--- config.mk ---
export PLATFORM = sky130hd
export DESIGN_NAME = ram_addr_arbiter
export DESIGN_NICKNAME = d
export VERILOG_FILES = /design/src/rtl/ram_addr_arbiter.sv
export SDC_FILE = /design/constraint.sdc
export NUM_CORES = 1
export LEC_CHECK = 0
export CAP_MARGIN = 40
export CORE_ASPECT_RATIO = 0.75
export CORE_MARGIN = 2
export CORE_UTILIZATION = 40
export CTS_CLUSTER_SIZE = 8
export DETAILED_ROUTE_END_ITERATION = 16
export GPL_TIMING_DRIVEN = 0
export PLACE_DENSITY = 0.83
export SLEW_MARGIN = 40
export SYNTH_ARGS = -nofsm -noshare
export SYNTH_HDL_FRONTEND = slang
export SYNTH_SLANG_ARGS = --single-unit
--- constraint.sdc ---
create_clock -name clk -period 4.8 [get_ports clk]
set_input_delay 0.72 -clock clk [delete_from_list [all_inputs] [get_ports clk]]
set_output_delay 0.72 -clock clk [all_outputs]
set_load 0.05 [all_outputs]
--- src/rtl/ram_addr_arbiter.sv ---
// Registered N-channel arbiter driving a single RAM port.
// Grants one requester per burst (fixed-priority or round-robin) with an optional beat cap.
module ram_addr_arbiter #(
  parameter int unsigned NUM_CH    = 4,
  parameter int unsigned ADDR_W    = 16,
  parameter int unsigned DATA_W    = 16,
  parameter int unsigned MAX_BURST = 16,
  parameter int unsigned CNT_W     = 5
) (
  input  logic                     clk,
  input  logic                     rst,
  input  logic                     prio_mode,
  input  logic [NUM_CH-1:0]        req,
  input  logic [NUM_CH*ADDR_W-1:0] addr_in,
  input  logic [NUM_CH-1:0]        we_in,
  input  logic [NUM_CH*DATA_W-1:0] wdata_in,
  output logic [NUM_CH-1:0]        gnt,
  output logic                     busy,
  output logic                     ram_en,
  output logic                     ram_we,
  output logic [ADDR_W-1:0]        ram_addr,
  output logic [DATA_W-1:0]        ram_wdata
);

  localparam int unsigned CH_W = (NUM_CH > 1) ? $clog2(NUM_CH) : 1;
  localparam logic [CNT_W-1:0] LAST_BEAT = CNT_W'((MAX_BURST == 0) ? 0 : MAX_BURST - 1);
  localparam logic [CNT_W-1:0] CNT_SAT   = CNT_W'((MAX_BURST == 0) ? (2**CNT_W) - 1 : MAX_BURST);
  localparam logic                CAPPED    = (MAX_BURST != 0);

  typedef enum logic {IDLE, GRANT} state_t;

  state_t            state;
  logic [CH_W-1:0]   cur;
  logic [CH_W-1:0]   last;
  logic [CNT_W-1:0]  count;
  logic [CH_W-1:0]   win_c;
  logic [CH_W-1:0]   idx_c;
  logic              found_c;
  logic              last_beat_c;

  // Winner search: lowest index in fixed mode, otherwise starting just after last winner
  always_comb begin
    win_c   = '0;
    idx_c   = '0;
    found_c = 1'b0;
    for (int unsigned k = 0; k < NUM_CH; k++) begin
      if (prio_mode) idx_c = CH_W'(k);
      else           idx_c = CH_W'((32'(last) + k + 1) % NUM_CH);
      if (!found_c && req[idx_c]) begin
        win_c   = idx_c;
        found_c = 1'b1;
      end
    end
  end

  assign last_beat_c = CAPPED && (count == LAST_BEAT);

  always_ff @(posedge clk or posedge rst) begin
    if (rst) begin
      state     <= IDLE;
      gnt       <= '0;
      busy      <= 1'b0;
      ram_en    <= 1'b0;
      ram_we    <= 1'b0;
      ram_addr  <= '0;
      ram_wdata <= '0;
      count     <= '0;
      cur       <= '0;
      last      <= CH_W'(NUM_CH - 1);
    end else begin
      ram_en    <= 1'b0;
      ram_we    <= 1'b0;
      ram_addr  <= '0;
      ram_wdata <= '0;
      case (state)
        IDLE: begin
          if (found_c) begin
            state <= GRANT;
            gnt   <= NUM_CH'(1) << win_c;
            busy  <= 1'b1;
            cur   <= win_c;
            count <= '0;
            if (!prio_mode) last <= win_c;
          end
        end
        GRANT: begin
          if (!req[cur]) begin
            state <= IDLE;
            gnt   <= '0;
            busy  <= 1'b0;
          end else begin
            // Beat: capped final beat is still issued before release
            ram_en    <= 1'b1;
            ram_we    <= we_in[cur];
            ram_addr  <= addr_in[cur*ADDR_W +: ADDR_W];
            ram_wdata <= wdata_in[cur*DATA_W +: DATA_W];
            if (count != CNT_SAT) count <= count + 1'b1;
            if (last_beat_c) begin
              state <= IDLE;
              gnt   <= '0;
              busy  <= 1'b0;
            end
          end
        end
        default: state <= IDLE;
      endcase
    end
  end

  a_cnt_width: assert property (@(posedge clk) disable iff (rst) (MAX_BURST < (2**CNT_W)))
    else $error("MAX_BURST does not fit in CNT_W bits");

endmodule

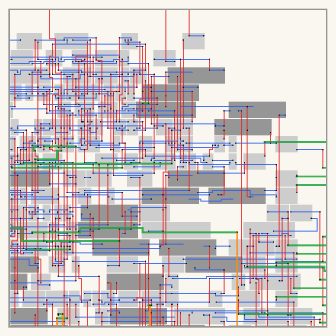
Fig. 1. Layout detail.
Region (51, 27) to (101, 77) um. Cells in gray, sequential cells in the stronger gray; small squares are vias.
red -> met2
orange -> met4
green -> met3
blue -> met1
most frequent = clkdlybuf4s50_1 (24), dfrtp_1 (16), nand2_1 (9)
cells with their middle in the window = 137
netlist names of flops here include = ram_wdata (5), gnt (4), count (3)
sequential cells in the window = 18

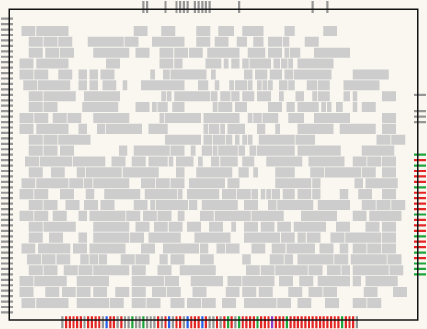
Fig. 2. Pin placement.
(4 px per um) Pins as bars across the die edge, other pins in gray.
purple -> rst  # pins 1, direction input, edge bottom
red -> wdata_in  # pins 64, direction input, edge 50 bottom, 14 right
blue -> we_in  # pins 4, direction input, edge bottom
green -> ram_wdata  # pins 16, direction output, edge 9 right, 7 bottom
all pins by edge = 81 bottom, 55 left, 27 right, 15 top
I/O Buffers: 176
Die Span Y: 77.3 um

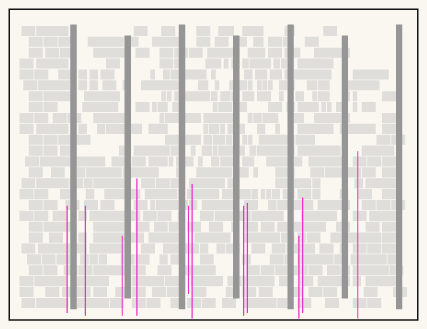
Fig. 3. The metal 4 layer.
(4 px per um) Supply wires on this layer in gray. Cells faint in the background.
longest straight run = 41.5 um
share of all routed wire = 3.7%

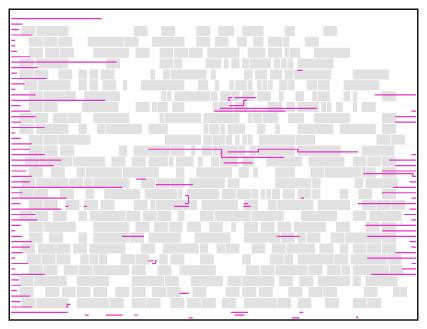
Fig. 4. Met3 routing.
(4 px per um) Cells faint in the background.
longest straight run = 27.4 um
main direction = horizontal
wire length on this layer = 659 um
share of all routed wire = 7.8%
nets with wire on the layer = 104
drt total wl: 8430 um
met3 Track Usage GR: 0.0602
via count: 2619

==> results_slide.txt <==
Synthesis and Place & Route Summary

GRT
  • GRT Util Overall: 0.223
  • Initial antenna violation count: 0
  • M1 GR Usage: 0.246

Power
  • Comb power frac: 0.648
  • Combinational gate power: 1.84 mW

Outcome
  • Status: complete, no violations

Synth
  • Register share after synthesis: 0.429
  • Post-Synthesis Cells: 220
  • Xor/xnor share: 0.00306
  • Asr flop ratio synth: 1.00
  • Avg Inst Size Synth: 13.0 sq um
  • Synth flops: 49
  • Synth area leader: dfrtp_1
  • Main logic family: multiplexers
  • Mux area share: 0.296
  • Post-Synth AOI/OAI Area: 0.0690
  • Yosys Warn Count: 0

Placed design
  • HPWL Detailed: 7110 um
  • Dpl cells: 495
  • Pre-CTS WS: 2110 ps

Finish
  • Fin util: 0.715
  • ClkCell Share: 0.0280
  • Diodes inserted: 0
  • Finished Layout Cells: 503
  • Post-layout net count: 546
  • Dominant class by area: buffers
  • Non-clock buffers, area share: 0.384
  • Comb area: 1500 sq um
  • Post-route cell area: 4910 sq um
  • Seq area share: 0.250
  • Area delta synth->final: 71.3%

Clock network
  • Clock sink count: 49
  • Clk slew on worst S/H paths: 80 ps

Setup path
  • CP Capture Type: register
  • CP max FO: 7
  • Cell depth of the worst setup path: 7
  • Reg2Reg Setup Slack: 2660 ps
  • Top cell family by delay on the critical path: AND-OR/OR-AND gates

Final timing
  • Worst-Margin Slew: 611 ps
  • Final worst path period share: 0.514
  • Final period demand of the worst path: 2470 ps

Route
  • DRT Pass-1 Iters: 4
  • Vias per cell: 5.21

Die
  • Init Core Util: 0.418
  • Die ar.: 7870 sq um

Run
  • Tool warnings: 27

Hold path
  • Worst hold path depth: 2
Power is estimated from default activity; no workload was simulated.
